run_1/cell_classes.png
Drawn at 6 px/um. Fill, decap, tap and diode cells in grey.
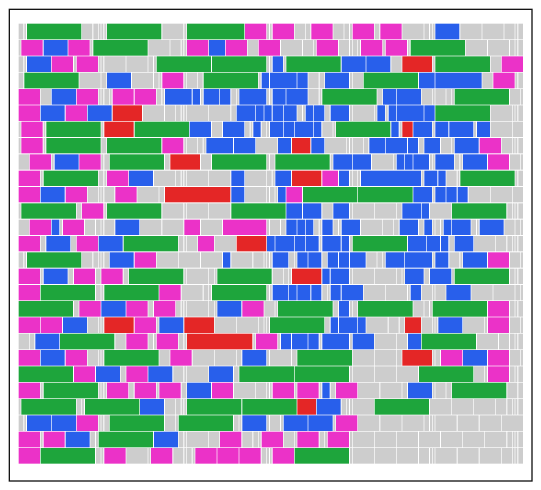
run_1/final_congestion.png
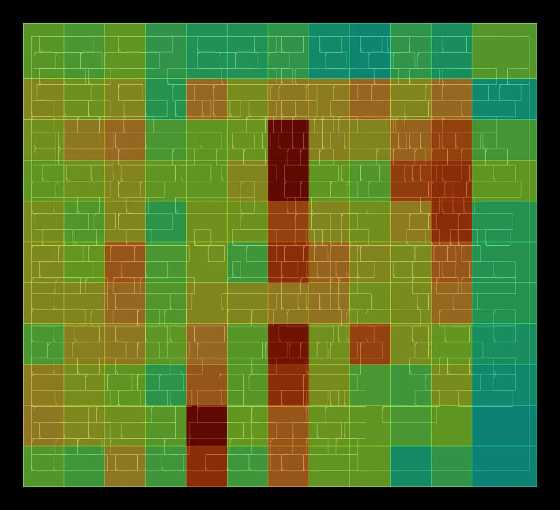
run_1/clock_map.png
Drawn at 6 px/um.
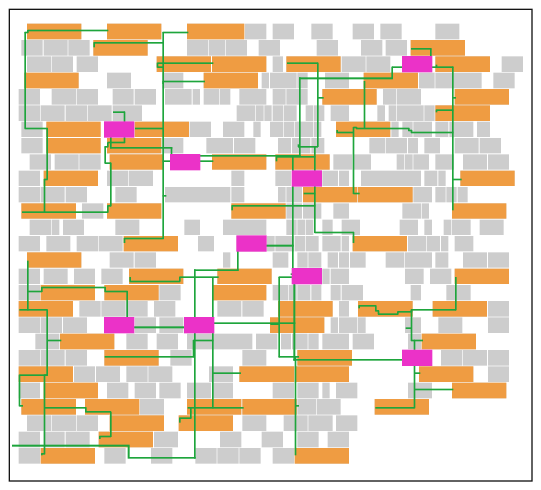
run_1/registers.png
Drawn at 6 px/um. Other sequential cells in the stronger grey, the rest of the logic in the fainter grey.
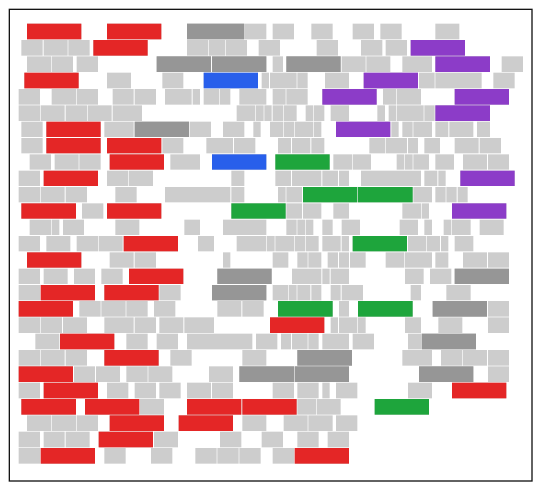
**src/rtl/imem_loader_pkg.sv**
```systemverilog
// Shared types and helpers for the instruction-memory boot loader:
// FSM state encoding and the load-length legality check.
package imem_loader_pkg;

    localparam logic [1:0] ST_IDLE_ENC  = 2'd0;
    localparam logic [1:0] ST_LOAD_ENC  = 2'd1;
    localparam logic [1:0] ST_FLUSH_ENC = 2'd2;
    localparam logic [1:0] ST_RUN_ENC   = 2'd3;

    typedef enum logic [1:0] {
        ST_IDLE  = ST_IDLE_ENC,
        ST_LOAD  = ST_LOAD_ENC,
        ST_FLUSH = ST_FLUSH_ENC,
        ST_RUN   = ST_RUN_ENC
    } state_t;

    // A session must write at least one word and never past the end of memory.
    function automatic logic len_ok(input int unsigned len, input int unsigned depth);
        return (len != 0) && (len <= depth);
    endfunction

endpackage

```
**src/rtl/imem_loader_csum.sv**
```systemverilog
// Running modulo-2^XLEN sum of accepted program words; only built when
// IMEM_LOADER_CSUM_EN is defined.
module imem_loader_csum #(
    parameter int XLEN = 32
) (
    input  logic            clk,
    input  logic            rst,
    input  logic            clear,
    input  logic            add_en,
    input  logic [XLEN-1:0] add_data,
    output logic [XLEN-1:0] sum
);

    logic [XLEN-1:0] sum_reg;

    always_ff @(posedge clk or posedge rst) begin
        if (rst) begin
            sum_reg <= '0;
        end else if (clear) begin
            sum_reg <= '0;
        end else if (add_en) begin
            sum_reg <= sum_reg + add_data;
        end
    end

    assign sum = sum_reg;

endmodule

```
**src/rtl/imem_loader.sv**
```systemverilog
// Instruction-memory boot loader: streams words into imem over valid/ready and
// holds the core in reset until the image is written. Optional checksum gate
// via IMEM_LOADER_CSUM_EN.
module imem_loader
    import imem_loader_pkg::*;
#(
    parameter int XLEN  = 32,
    parameter int DEPTH = 256,
    parameter int AW    = $clog2(DEPTH)
) (
`ifdef IMEM_LOADER_CSUM_EN
    input  logic [XLEN-1:0] exp_csum,
`endif
    input  logic            clk,
    input  logic            rst,
    input  logic            load_start,
    input  logic [AW:0]     load_len,
    input  logic            load_abort,
    input  logic            in_valid,
    input  logic [XLEN-1:0] in_data,
    output logic            in_ready,
    output logic            imem_we,
    output logic [AW-1:0]   imem_addr,
    output logic [XLEN-1:0] imem_wdata,
    output logic            core_rst,
    output logic            busy,
    output logic            done,
    output logic            err
);

    localparam int unsigned DEPTH_U = DEPTH;

    state_t          state_reg, state_next;
    logic [AW-1:0]   cnt_reg, cnt_next;
    logic [AW:0]     len_reg, len_next;
    logic [AW:0]     len_m1;
    logic            in_ready_reg, in_ready_next;
    logic            we_reg, we_next;
    logic [AW-1:0]   addr_reg, addr_next;
    logic [XLEN-1:0] wdata_reg, wdata_next;
    logic            core_rst_reg, core_rst_next;
    logic            busy_reg, busy_next;
    logic            done_reg, done_next;
    logic            err_reg, err_next;
    logic            start_ok;
    logic            xfer;
    logic            csum_bad;

    assign start_ok = len_ok(32'(load_len), DEPTH_U);
    assign len_m1   = len_reg - {{AW{1'b0}}, 1'b1};
    // Abort wins over a handshake in the same cycle, so the word is dropped.
    assign xfer     = (state_reg == ST_LOAD) && in_ready_reg && in_valid && !load_abort;

`ifdef IMEM_LOADER_CSUM_EN
    logic            csum_clear;
    logic [XLEN-1:0] csum_sum;

    assign csum_clear = (state_next == ST_LOAD) && (state_reg != ST_LOAD);

    imem_loader_csum #(
        .XLEN(XLEN)
    ) u_csum (
        .clk      (clk),
        .rst      (rst),
        .clear    (csum_clear),
        .add_en   (xfer),
        .add_data (in_data),
        .sum      (csum_sum)
    );

    assign csum_bad = (csum_sum != exp_csum);
`else
    assign csum_bad = 1'b0;
`endif

    always_comb begin
        state_next = state_reg;
        cnt_next   = cnt_reg;
        len_next   = len_reg;
        we_next    = 1'b0;
        addr_next  = addr_reg;
        wdata_next = wdata_reg;
        done_next  = 1'b0;
        err_next   = 1'b0;

        case (state_reg)
            ST_IDLE, ST_RUN: begin
                if (load_start) begin
                    if (start_ok) begin
                        state_next = ST_LOAD;
                        len_next   = load_len;
                        cnt_next   = '0;
                    end else begin
                        state_next = ST_IDLE;
                        err_next   = 1'b1;
                    end
                end
            end
            ST_LOAD: begin
                if (load_abort) begin
                    state_next = ST_IDLE;
                    err_next   = 1'b1;
                end else if (xfer) begin
                    we_next    = 1'b1;
                    addr_next  = cnt_reg;
                    wdata_next = in_data;
                    if ({1'b0, cnt_reg} == len_m1) begin
                        state_next = ST_FLUSH;
                    end else begin
                        cnt_next = cnt_reg + 1'b1;
                    end
                end
            end
            ST_FLUSH: begin
                if (load_abort || csum_bad) begin
                    state_next = ST_IDLE;
                    err_next   = 1'b1;
                end else begin
                    state_next = ST_RUN;
                    done_next  = 1'b1;
                end
            end
            default: begin
                state_next = ST_IDLE;
            end
        endcase

        // Status outputs are registered copies of the upcoming state.
        in_ready_next = (state_next == ST_LOAD);
        busy_next     = (state_next == ST_LOAD) || (state_next == ST_FLUSH);
        core_rst_next = (state_next != ST_RUN);
    end

    always_ff @(posedge clk or posedge rst) begin
        if (rst) begin
            state_reg    <= ST_IDLE;
            cnt_reg      <= '0;
            len_reg      <= '0;
            in_ready_reg <= 1'b0;
            we_reg       <= 1'b0;
            addr_reg     <= '0;
            wdata_reg    <= '0;
            core_rst_reg <= 1'b1;
            busy_reg     <= 1'b0;
            done_reg     <= 1'b0;
            err_reg      <= 1'b0;
        end else begin
            state_reg    <= state_next;
            cnt_reg      <= cnt_next;
            len_reg      <= len_next;
            in_ready_reg <= in_ready_next;
            we_reg       <= we_next;
            addr_reg     <= addr_next;
            wdata_reg    <= wdata_next;
            core_rst_reg <= core_rst_next;
            busy_reg     <= busy_next;
            done_reg     <= done_next;
            err_reg      <= err_next;
        end
    end

    assign in_ready   = in_ready_reg;
    assign imem_we    = we_reg;
    assign imem_addr  = addr_reg;
    assign imem_wdata = wdata_reg;
    assign core_rst   = core_rst_reg;
    assign busy       = busy_reg;
    assign done       = done_reg;
    assign err        = err_reg;

endmodule
```
**config.mk**
```make
export PLATFORM = sky130hd
export DESIGN_NAME = imem_loader
export DESIGN_NICKNAME = d
export VERILOG_FILES = /design/src/rtl/imem_loader_pkg.sv /design/src/rtl/imem_loader_csum.sv /design/src/rtl/imem_loader.sv
export SDC_FILE = /design/constraint.sdc
export NUM_CORES = 1
export LEC_CHECK = 0
export CAP_MARGIN = 20
export CORE_ASPECT_RATIO = 0.9
export CORE_UTILIZATION = 47
export DETAILED_ROUTE_END_ITERATION = 12
export PLACE_DENSITY = 0.88
export SYNTH_ARGS = -nofsm -noshare
export SYNTH_HDL_FRONTEND = slang
export SYNTH_HIERARCHICAL = 1
export SYNTH_SLANG_ARGS = --single-unit
```
**constraint.sdc**
```tcl
create_clock -name clk -period 3.35 [get_ports clk]
set_input_delay 0.67 -clock clk [delete_from_list [all_inputs] [get_ports clk]]
set_output_delay 0.67 -clock clk [all_outputs]
set_load 0.005 [all_outputs]
```
==> reports/notes.md, run 1 <==
The run finished with clean final reports. The clock arrives with 7.14 ps of skew. The headroom to the max-slew limit came out at 59.2%.

Fmax: 0.380 GHz. In this run the clock root is driven by a sky130_fd_sc_hd__clkbuf_8. The area taken by sequential standard cells is reported as 1630 um2. Worst reg2reg path startpoint: len_reg[0]$_DFFE_PP0P_. With the measured slew at the worst slew-check pin at 611 ps, the count of nets after finishing is 393. With the maximum number of buffers from clock root to sink at 2, the depth of the worst register-to-register path is 10.

The number of antenna diodes in the final layout is 0. The met2 wire length is 3360 um, and the internal portion of total power is 2.43 mW. The placed wire-length estimate came out at 4860 um. From the final report, the count of setup violators was given as 0. The report lists the cells along the critical path as inv_1 > ha_1 > nand2_1 > o211a_1 > o31a_1 > a2111oi_4 > and2_1 > o22a_1 > o21a_1 > ha_1. The run gives 6810 um2 for the floorplan die area. The sum of routed wire segments on met1 came out at 2510 um. Of all cell types, the one taking the most synthesized area is sky130_fd_sc_hd__dfrtp_1. For the clock latency on the worst-skew pair, the log shows 340 ps. The worst setup path is launched from a flop.

The iteration count recorded for the first detailed-route pass is 4.
About cell_classes.png:
Magenta stands for other buffers and delay cells, cells 96, share of their area 23%. Green stands for flip-flops, cells 65, share of their area 39%. Blue stands for all other logic, cells 169, share of their area 33%. Red stands for clock drivers and dummy loads, cells 16, share of their area 5.4%.

About final_congestion.png:
met2 usage in global routing: 35.2%
fraction of met3 tracks used by global routing: 11.7%
busiest layer in global routing: met2

About clock_map.png:
Green stands for clock wires, length 831 um. Magenta stands for cells driving clock nets, count 9. Orange stands for flip-flops, count 65.
There are 10 routed clock nets.

About registers.png:
Green stands for cnt_reg, placed flops 8. Purple stands for len_reg, placed flops 9, where upper right. Red stands for imem_wdata, placed flops 32. Blue stands for state_reg, placed flops 2.
Another 14 sequential cells are not coloured.

==> run 1: power groups by stage <==
stage          Clock (mW)  Sequential [mW]  Combinational [mW]
2_1_floorplan           0             1.36               0.707
3_3_place_gp            0             1.39                1.35
3_5_place_dp            0             1.41                1.40
4_1_cts             0.776             1.39                1.41
5_1_grt             0.804             1.44                1.53
6_report            0.753             1.39                1.39
==> run 1: layout make-up <==
cell class | count | area share (%)
clock inverters | 6 | 2.10
repair buffers | 96 | 22.4
clock buffers | 10 | 3.20
well taps | 87 | 2.53
inverters | 10 | 0.873
multi-input cells | 159 | 31.1
flip-flops and latches | 65 | 37.9
==> run 1: final timing paths <==
check | to | slack (ps)
max | busy$_DFF_PP0_ | 720
min | imem_addr[7]$_DFFE_PP0P_ | 490
max reg2reg | busy$_DFF_PP0_ | 720
min reg2reg | imem_addr[7]$_DFFE_PP0P_ | 490
max in group asynchronous | core_rst$_DFF_PP1_ | 1950
min in group asynchronous | imem_wdata[31]$_DFFE_PP0P_ | 710
==> run 1: stage by stage <==
step	setup WS, ps	instance area (um2)	total power [mW]
6_report	715	4300	3.54
5_1_grt	506	4300	3.77
4_1_cts	689	4300	3.58
3_5_place_dp	425	4070	2.80
3_3_place_gp	480	4070	2.73
2_1_floorplan	732	3050	2.07
==> run 1: cell families after synthesis <==
logic type | count (synthesis) | synth area share [%]
simple gates | 58 | 11.1
mux | 50 | 18.4
xor+xnor | 10 | 2.87
compound gates | 35 | 8.83
buf+inv | 21 | 2.87
flops | 65 | 53.4
fa+ha+maj | 6 | 2.46
==> run 1: layout by cell type (no fill, tap or decap), types with 2 or more instances in the layout <==
master / Yosys / layout
sky130_fd_sc_hd__a21oi_1: 5 / 5
sky130_fd_sc_hd__a22o_1: 4 / 4
sky130_fd_sc_hd__a41o_1: 2 / 2
sky130_fd_sc_hd__and3_1: 2 / 2
sky130_fd_sc_hd__buf_4: 0 / 4
sky130_fd_sc_hd__bufinv_16: 0 / 2
sky130_fd_sc_hd__clkbuf_8: 0 / 10
sky130_fd_sc_hd__clkdlybuf4s50_1: 0 / 91
sky130_fd_sc_hd__dfrtp_1: 64 / 64
sky130_fd_sc_hd__ha_1: 6 / 6
sky130_fd_sc_hd__inv_1: 10 / 9
sky130_fd_sc_hd__mux2_2: 48 / 48
sky130_fd_sc_hd__mux2i_1: 2 / 2
sky130_fd_sc_hd__nand2_1: 12 / 12
sky130_fd_sc_hd__nand2b_1: 4 / 4
sky130_fd_sc_hd__nand3_1: 9 / 8
sky130_fd_sc_hd__nand3b_1: 2 / 2
sky130_fd_sc_hd__nor2_1: 7 / 7
sky130_fd_sc_hd__nor2b_1: 2 / 2
sky130_fd_sc_hd__nor3_1: 4 / 4
sky130_fd_sc_hd__nor3b_1: 2 / 2
sky130_fd_sc_hd__nor4_1: 2 / 2
sky130_fd_sc_hd__o211ai_1: 2 / 2
sky130_fd_sc_hd__o21a_1: 2 / 2
sky130_fd_sc_hd__o21ai_0: 5 / 5
sky130_fd_sc_hd__o21ai_1: 2 / 2
sky130_fd_sc_hd__o22ai_1: 2 / 2
sky130_fd_sc_hd__or4_1: 3 / 3
sky130_fd_sc_hd__xnor2_1: 2 / 2
sky130_fd_sc_hd__xor2_1: 8 / 8
==> run 2, diff against run 1 <==
--- a/config.mk
+++ b/config.mk
@@ -7,9 +7,9 @@
 export LEC_CHECK = 0
 export CAP_MARGIN = 20
 export CORE_ASPECT_RATIO = 0.9
-export CORE_UTILIZATION = 47
+export CORE_UTILIZATION = 42
 export DETAILED_ROUTE_END_ITERATION = 12
-export PLACE_DENSITY = 0.88
+export PLACE_DENSITY = 0.84
 export SYNTH_ARGS = -nofsm -noshare
 export SYNTH_HDL_FRONTEND = slang
 export SYNTH_HIERARCHICAL = 1
==> constraint.sdc (replaced) <==
create_clock -name clk -period 2.1 [get_ports clk]
set_input_delay 0.42 -clock clk [delete_from_list [all_inputs] [get_ports clk]]
set_output_delay 0.42 -clock clk [all_outputs]
set_load 0.005 [all_outputs]
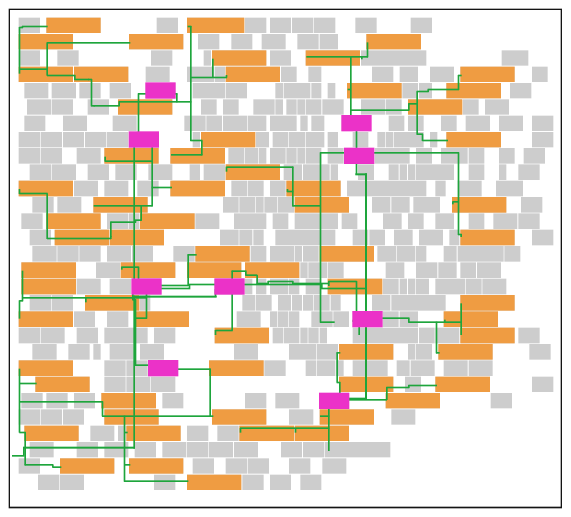
run_2/clock_map.png
Drawn at 6 px/um.
Green stands for clock wires, length 828 um. Orange stands for flip-flops, count 65. Magenta stands for cells driving clock nets, count 9.
Position of the flops: spread over the die.

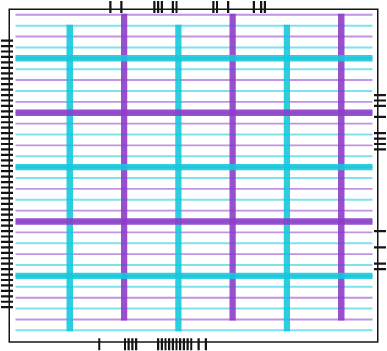
run_2/pdn.png
Drawn at 4 px/um. Pins as bars on the die edge.
Cyan stands for VSS. Purple stands for VDD.
30 met1 rails follow the rows. 5 straps on met5.

==> reports/notes.md, run 2 <==
The number of detailed-route iterations in the first pass came out at 4. The level count of the clock H-tree is 3. The die extent in x is 91.8 um.

In this run the clock root is driven by a sky130_fd_sc_hd__clkbuf_8. The top logic cell by instance count in the layout is sky130_fd_sc_hd__clkdlybuf4s50_1. The run gives 9.48 ps for the post-route clock skew. The mean post-synth cell area came out at 12.4 um2.

The run gives -403 ps as the post-placement worst setup slack. In the final design database the tool counted 434 nets. For the final estimated routing congestion in global placement, the log shows 0.847. The signal on the critical path passes through inv_2 > ha_4 > nand2_1 > o211a_1 > o31a_1 > a2111oi_4 > buf_4 > buf_8 > nor3_1 > a21o_1 > a22o_1. Per the synth stats, the proportion of register bits with asynchronous set or reset is 100%. By instance count after routing, the leading logic cell types are sky130_fd_sc_hd__clkdlybuf4s50_1 (91), sky130_fd_sc_hd__dfrtp_1 (64), sky130_fd_sc_hd__mux2_2 (48), sky130_fd_sc_hd__buf_4 (39), sky130_fd_sc_hd__nand2_1 (12). CTS added clock buffers totalling 9. Sorting the Yosys area breakdown by cell type puts at the top sky130_fd_sc_hd__dfrtp_1. The post-layout minimum cycle time was 2500 ps; the maximum number of buffers from clock root to sink was 2.

The script logs the mean routed wire length per placed instance as 15.7 um. The count of buffers from port buffering was 91. Counting flops with a built-in enable in the synthesized netlist gives 0. In the synthesized netlist, the cells that appear most often are sky130_fd_sc_hd__dfrtp_1 (64), sky130_fd_sc_hd__mux2_2 (48), sky130_fd_sc_hd__nand2_1 (12).

According to the floorplan report, the total die area is 7600 um2. With the number of placement rows at 29, the routed via count is 2,495. The clock reaches the later pin of the worst-skew pair after 340 ps.

With the placed wire-length estimate at 5060 um, the final tally of setup violations is 13. The number of ports placed on the die boundary is 92, and the measured slew at the worst slew-check pin is 491 ps. For the diode insertion count for antenna repair, the log shows 0. Setup repair after global routing could not meet its margin everywhere. The final critical-path setup slack was -396 ps; the total leakage power was 2.08 nW.

The slew check shows that the tightest pin keeps a relative margin of 67.3%. The flow ran to the end, but the final reports show violations. The fmax was 0.401 GHz. The clock tree has to reach 65 sinks. In the post-synthesis netlist, the biggest area contributors are sky130_fd_sc_hd__dfrtp_1 (53%), sky130_fd_sc_hd__mux2_2 (18%), sky130_fd_sc_hd__ha_1 (2.5%). Critical setup path kind: reg2reg. The final reports fail on negative setup slack. Across the run, the number of max-cap violations was 0. The top cell type by area accounts for 52.6% of the synthesized area. Category of the worst setup path launch point: a flop. The run gives 32 for the flip-flop count of the largest register after layout. The internal power of the cells totals 4.30 mW. The run gives 0 for the number of antenna violations at the first check in global routing.
## run 2: final timing paths
kind                                           from  depth (start not counted)                  endpoint  slack [ps]
max in group asynchronous                       rst                          3        core_rst$_DFF_PP1_        1330
min in group clk           imem_addr[7]$_DFFE_PP0P_                          2  imem_addr[7]$_DFFE_PP0P_         510
max reg2reg                  len_reg[0]$_DFFE_PP0P_                         11    cnt_reg[0]$_DFFE_PP0P_        -400
min                                             rst                          3  imem_addr[7]$_DFFE_PP0P_         470
max                          len_reg[0]$_DFFE_PP0P_                         11    cnt_reg[0]$_DFFE_PP0P_        -400
min reg2reg                imem_addr[7]$_DFFE_PP0P_                          2  imem_addr[7]$_DFFE_PP0P_         510
## run 2: cell type report
type / count / area (um2) / area share (%)
clock inverters: 6 / 108 / 2.26
well taps: 93 / 116 / 2.44
inverters: 10 / 37.5 / 0.787
flip-flops and latches: 65 / 1630 / 34.1
clock buffers: 10 / 128 / 2.68
multi-input cells: 159 / 1430 / 30.1
repair buffers: 137 / 1320 / 27.7
## run 2: metal layers
layer / GRT usage, % / part of all wire (%)
met5: 0 / 0
met4: 9.52 / 2.2
met1: 24.3 / 41
met2: 33.2 / 48
met3: 7.42 / 8.3
## run 2: worst max-delay path: cells and delay by family, from the launching register on
| family | cells | cell delay (ps) |
|---|---|---|
| AOI/OAI and AO/OA | 5 | 1230 |
| adders and majority gates | 1 | 180 |
| buffers and inverters | 3 | 410 |
| DFF | 1 | 430 |
| and+or+nand+nor | 2 | 120 |
## run 2: cells by family (layout without fill, tap and decap cells)
group	after synthesis	count (layout)	synth area share, %
compound gates	35	35	8.83
xor+xnor	10	10	2.87
fa+ha+maj	6	6	2.46
buf+inv	21	163	2.87
flops	65	65	53.4
mux	50	50	18.4
simple gates	58	58	11.1
## run 2: through the flow
step / utilization [%] / setup TNS, ps / total power, mW / instance area [um2]
5_1_grt: 67.8 / -5050 / 6.59 / 4770
4_1_cts: 67.1 / -2890 / 6.20 / 4720
3_3_place_gp: 61.6 / -7910 / 4.66 / 4330
3_5_place_dp: 61.6 / -8930 / 4.79 / 4330
6_report: 67.8 / -3800 / 6.23 / 4770
2_1_floorplan: - / -842 / 3.35 / 3080
## run 2: power groups by stage
stage | sequential [mW] | combinational (mW) | clock, mW
finish | 2.14 | 2.83 | 1.26
global route | 2.21 | 3.04 | 1.35
CTS | 2.14 | 2.78 | 1.28
detailed placement | 2.16 | 2.63 | 0
global placement | 2.12 | 2.54 | 0
floorplan | 2.18 | 1.17 | 0
## run 2: repair_timing
action | CTS | global route
setup buffers | 9 | 1
pin swaps | 19 | 5
hold endpoints to repair | 0 | 0
resized | 18 | 6
gates cloned | 1 | 0
setup endpoints to repair | 13 | 22
==> run 3, diff against run 2 <==
--- a/config.mk
+++ b/config.mk
@@ -12,5 +12,4 @@
 export PLACE_DENSITY = 0.84
 export SYNTH_ARGS = -nofsm -noshare
 export SYNTH_HDL_FRONTEND = slang
-export SYNTH_HIERARCHICAL = 1
 export SYNTH_SLANG_ARGS = --single-unit
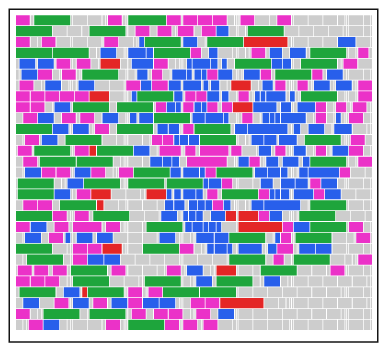
run_3/cell_classes.png
Drawn at 4 px/um. Fill, decap, tap and diode cells in grey.
Green stands for flip-flops, cells 65, share of their area 35%. Magenta stands for other buffers and delay cells, cells 137, share of their area 28%. Red stands for clock drivers and dummy loads, cells 16, share of their area 5.1%. Blue stands for all other logic, cells 169, share of their area 32%.

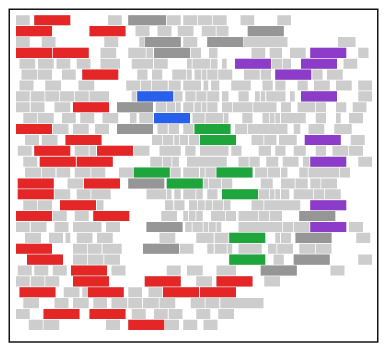
run_3/registers.png
Drawn at 4 px/um. Other sequential cells in the stronger grey, the rest of the logic in the fainter grey.
Blue stands for state_reg, placed flops 2. Purple stands for len_reg, placed flops 9. Green stands for cnt_reg, placed flops 8, where centre. Red stands for imem_wdata, placed flops 32.

==> reports/notes.md, run 3 <==
The run finished, with violations left. The final reports fail on negative setup slack. By area the synthesized netlist is led by sky130_fd_sc_hd__dfrtp_1 (53%), sky130_fd_sc_hd__mux2_2 (18%), sky130_fd_sc_hd__ha_1 (2.5%). The run gives 0 as the max-cap violation count.

Per the CTS log, the maximum H-tree level is 3. The chip occupies 7600 um2. The transition time recorded at the tightest slew-check pin is 491 ps. The tools report the total leakage power as 2.08 nW.

The run gives 4330 um2 as the total placed instance area. The floorplan step set the die width to 91.8 um. By instance count after routing, the leading logic cell types are sky130_fd_sc_hd__clkdlybuf4s50_1 (91), sky130_fd_sc_hd__dfrtp_1 (64), sky130_fd_sc_hd__mux2_2 (48), sky130_fd_sc_hd__buf_4 (39), sky130_fd_sc_hd__nand2_1 (12). Subtracting the final worst setup slack from the clock period gives 2500 ps.

Sorting the Yosys area breakdown by cell type puts at the top sky130_fd_sc_hd__dfrtp_1. The mean post-synth cell area was 12.4 um2. With the flip-flop count of the largest register after layout at 32, the post-placement worst setup slack is -403 ps. The number of ports placed on the die boundary is 92.

In this run the critical register-to-register path is launched from len_reg[0]$_DFFE_PP0P_. The run gives 11 for the depth of the worst register-to-register path. Setup repair after global routing could not meet its margin everywhere. Derived from the worst setup path, the maximum achievable clock frequency is 0.401 GHz. For the worst reg-to-reg path, the endpoint reported by OpenROAD is cnt_reg[0]$_DFFE_PP0P_. The cell type group with the largest total delay on the critical path was AND-OR/OR-AND gates. The diode insertion count for antenna repair is 0. At the end of the flow, the number of nets in the layout was 434.

The run gives 5060 um for the placed wire-length estimate. In this run the tool buffered the top-level ports with 91 buffer cells. The last timing report of the flow puts the setup violation total at 13. The overall power consumption came out at 6.23 mW. The area fraction of the dominant cell type after synthesis works out to 52.6%. The top cell type in the final layout, fill and taps aside, is sky130_fd_sc_hd__clkdlybuf4s50_1. Post-route clock skew: 9.48 ps. The post-synth tally of flip-flops with integrated enable is 0. The number of detailed-route iterations in the first pass is 4, and the final critical-path setup slack is -396 ps.

The setup path with the least slack is of type reg2reg. The report lists the cells along the critical path as inv_2 > ha_4 > nand2_1 > o211a_1 > o31a_1 > a2111oi_4 > buf_4 > buf_8 > nor3_1 > a21o_1 > a22o_1. Cell at the root of the clock tree: sky130_fd_sc_hd__clkbuf_8. In the synthesized netlist the async set-or-reset flop fraction comes to 100%. For the total CTS buffers, the log shows 9. The worst setup path is launched from a flop. In the final routed layout, each cell accounts on average for 15.7 um.
==> run 3: final cells by class <==
| type | instances | area (um2) | share of cell area, % |
|---|---|---|---|
| Tap cell | 93 | 116 | 2.44 |
| Timing Repair Buffer | 137 | 1320 | 27.7 |
| Inverter | 10 | 37.5 | 0.787 |
| Clock inverter | 6 | 108 | 2.26 |
| Multi-Input combinational cell | 159 | 1430 | 30.1 |
| Sequential cell | 65 | 1630 | 34.1 |
| Clock buffer | 10 | 128 | 2.68 |
==> run 3: metal layers <==
metal  global-route usage, %  routed length (um)  part of all wire (%)
met3                    7.42                 628                   8.3
met2                    33.2                3620                    48
met1                    24.3                3110                    41
met5                       0                   0                     0
met4                    9.52                 165                   2.2
==> run 3: where the power goes <==
part	internal [mW]	switching, mW
combinational	1.74	1.09
sequential	1.77	0.363
clock	0.785	0.477
==> run 3: worst reg2reg max path, delay by kind of cell, from the launching register on <==
kind,cells,cell delay (ps)
AOI/OAI and AO/OA,5,1240
DFF,1,430
buffers and inverters,3,410
adders and majority gates,1,180
and+or+nand+nor,2,130
==> run 3: cell families after synthesis <==
family / count (synthesis) / share of synthesized area, %
buffers and inverters: 21 / 2.87
AND/OR/NAND/NOR: 58 / 11.1
AND-OR/OR-AND: 35 / 8.83
flip-flops: 65 / 53.4
adder cells (fa/ha/maj): 6 / 2.46
XOR/XNOR: 10 / 2.87
multiplexers: 50 / 18.4
==> run 3: worst max path at each step <==
stage	startpoint	endpoint	slack (ps)	cells after the start
2_1_floorplan	len_reg[0]$_DFFE_PP0P_	busy$_DFF_PP0_	-300	11
3_3_place_gp	load_len[1]	cnt_reg[3]$_DFFE_PP0P_	-390	8
3_5_place_dp	load_len[1]	cnt_reg[5]$_DFFE_PP0P_	-400	8
4_1_cts	len_reg[0]$_DFFE_PP0P_	busy$_DFF_PP0_	-310	10
5_1_grt	len_reg[0]$_DFFE_PP0P_	cnt_reg[0]$_DFFE_PP0P_	-490	11
6_report	len_reg[0]$_DFFE_PP0P_	cnt_reg[0]$_DFFE_PP0P_	-400	11
==> run 3: stage by stage <==
stage | setup TNS (ps) | utilization [%]
after floorplan | -842 | -
after global placement | -7910 | 61.6
after detailed placement | -8930 | 61.6
after CTS | -2890 | 67.1
after global routing | -5050 | 67.8
final | -3800 | 67.8
==> run 3: timing repair <==
action                                  4_1_cts  5_1_grt
gates resized                                18        6
endpoints found under the setup margin       13       22
pin swaps                                    19        5
cloned                                        1        0
setup buffers                                 9        1
hold endpoints to repair                      0        0
Power figures rest on the tool's default switching activity, not on a simulated workload.
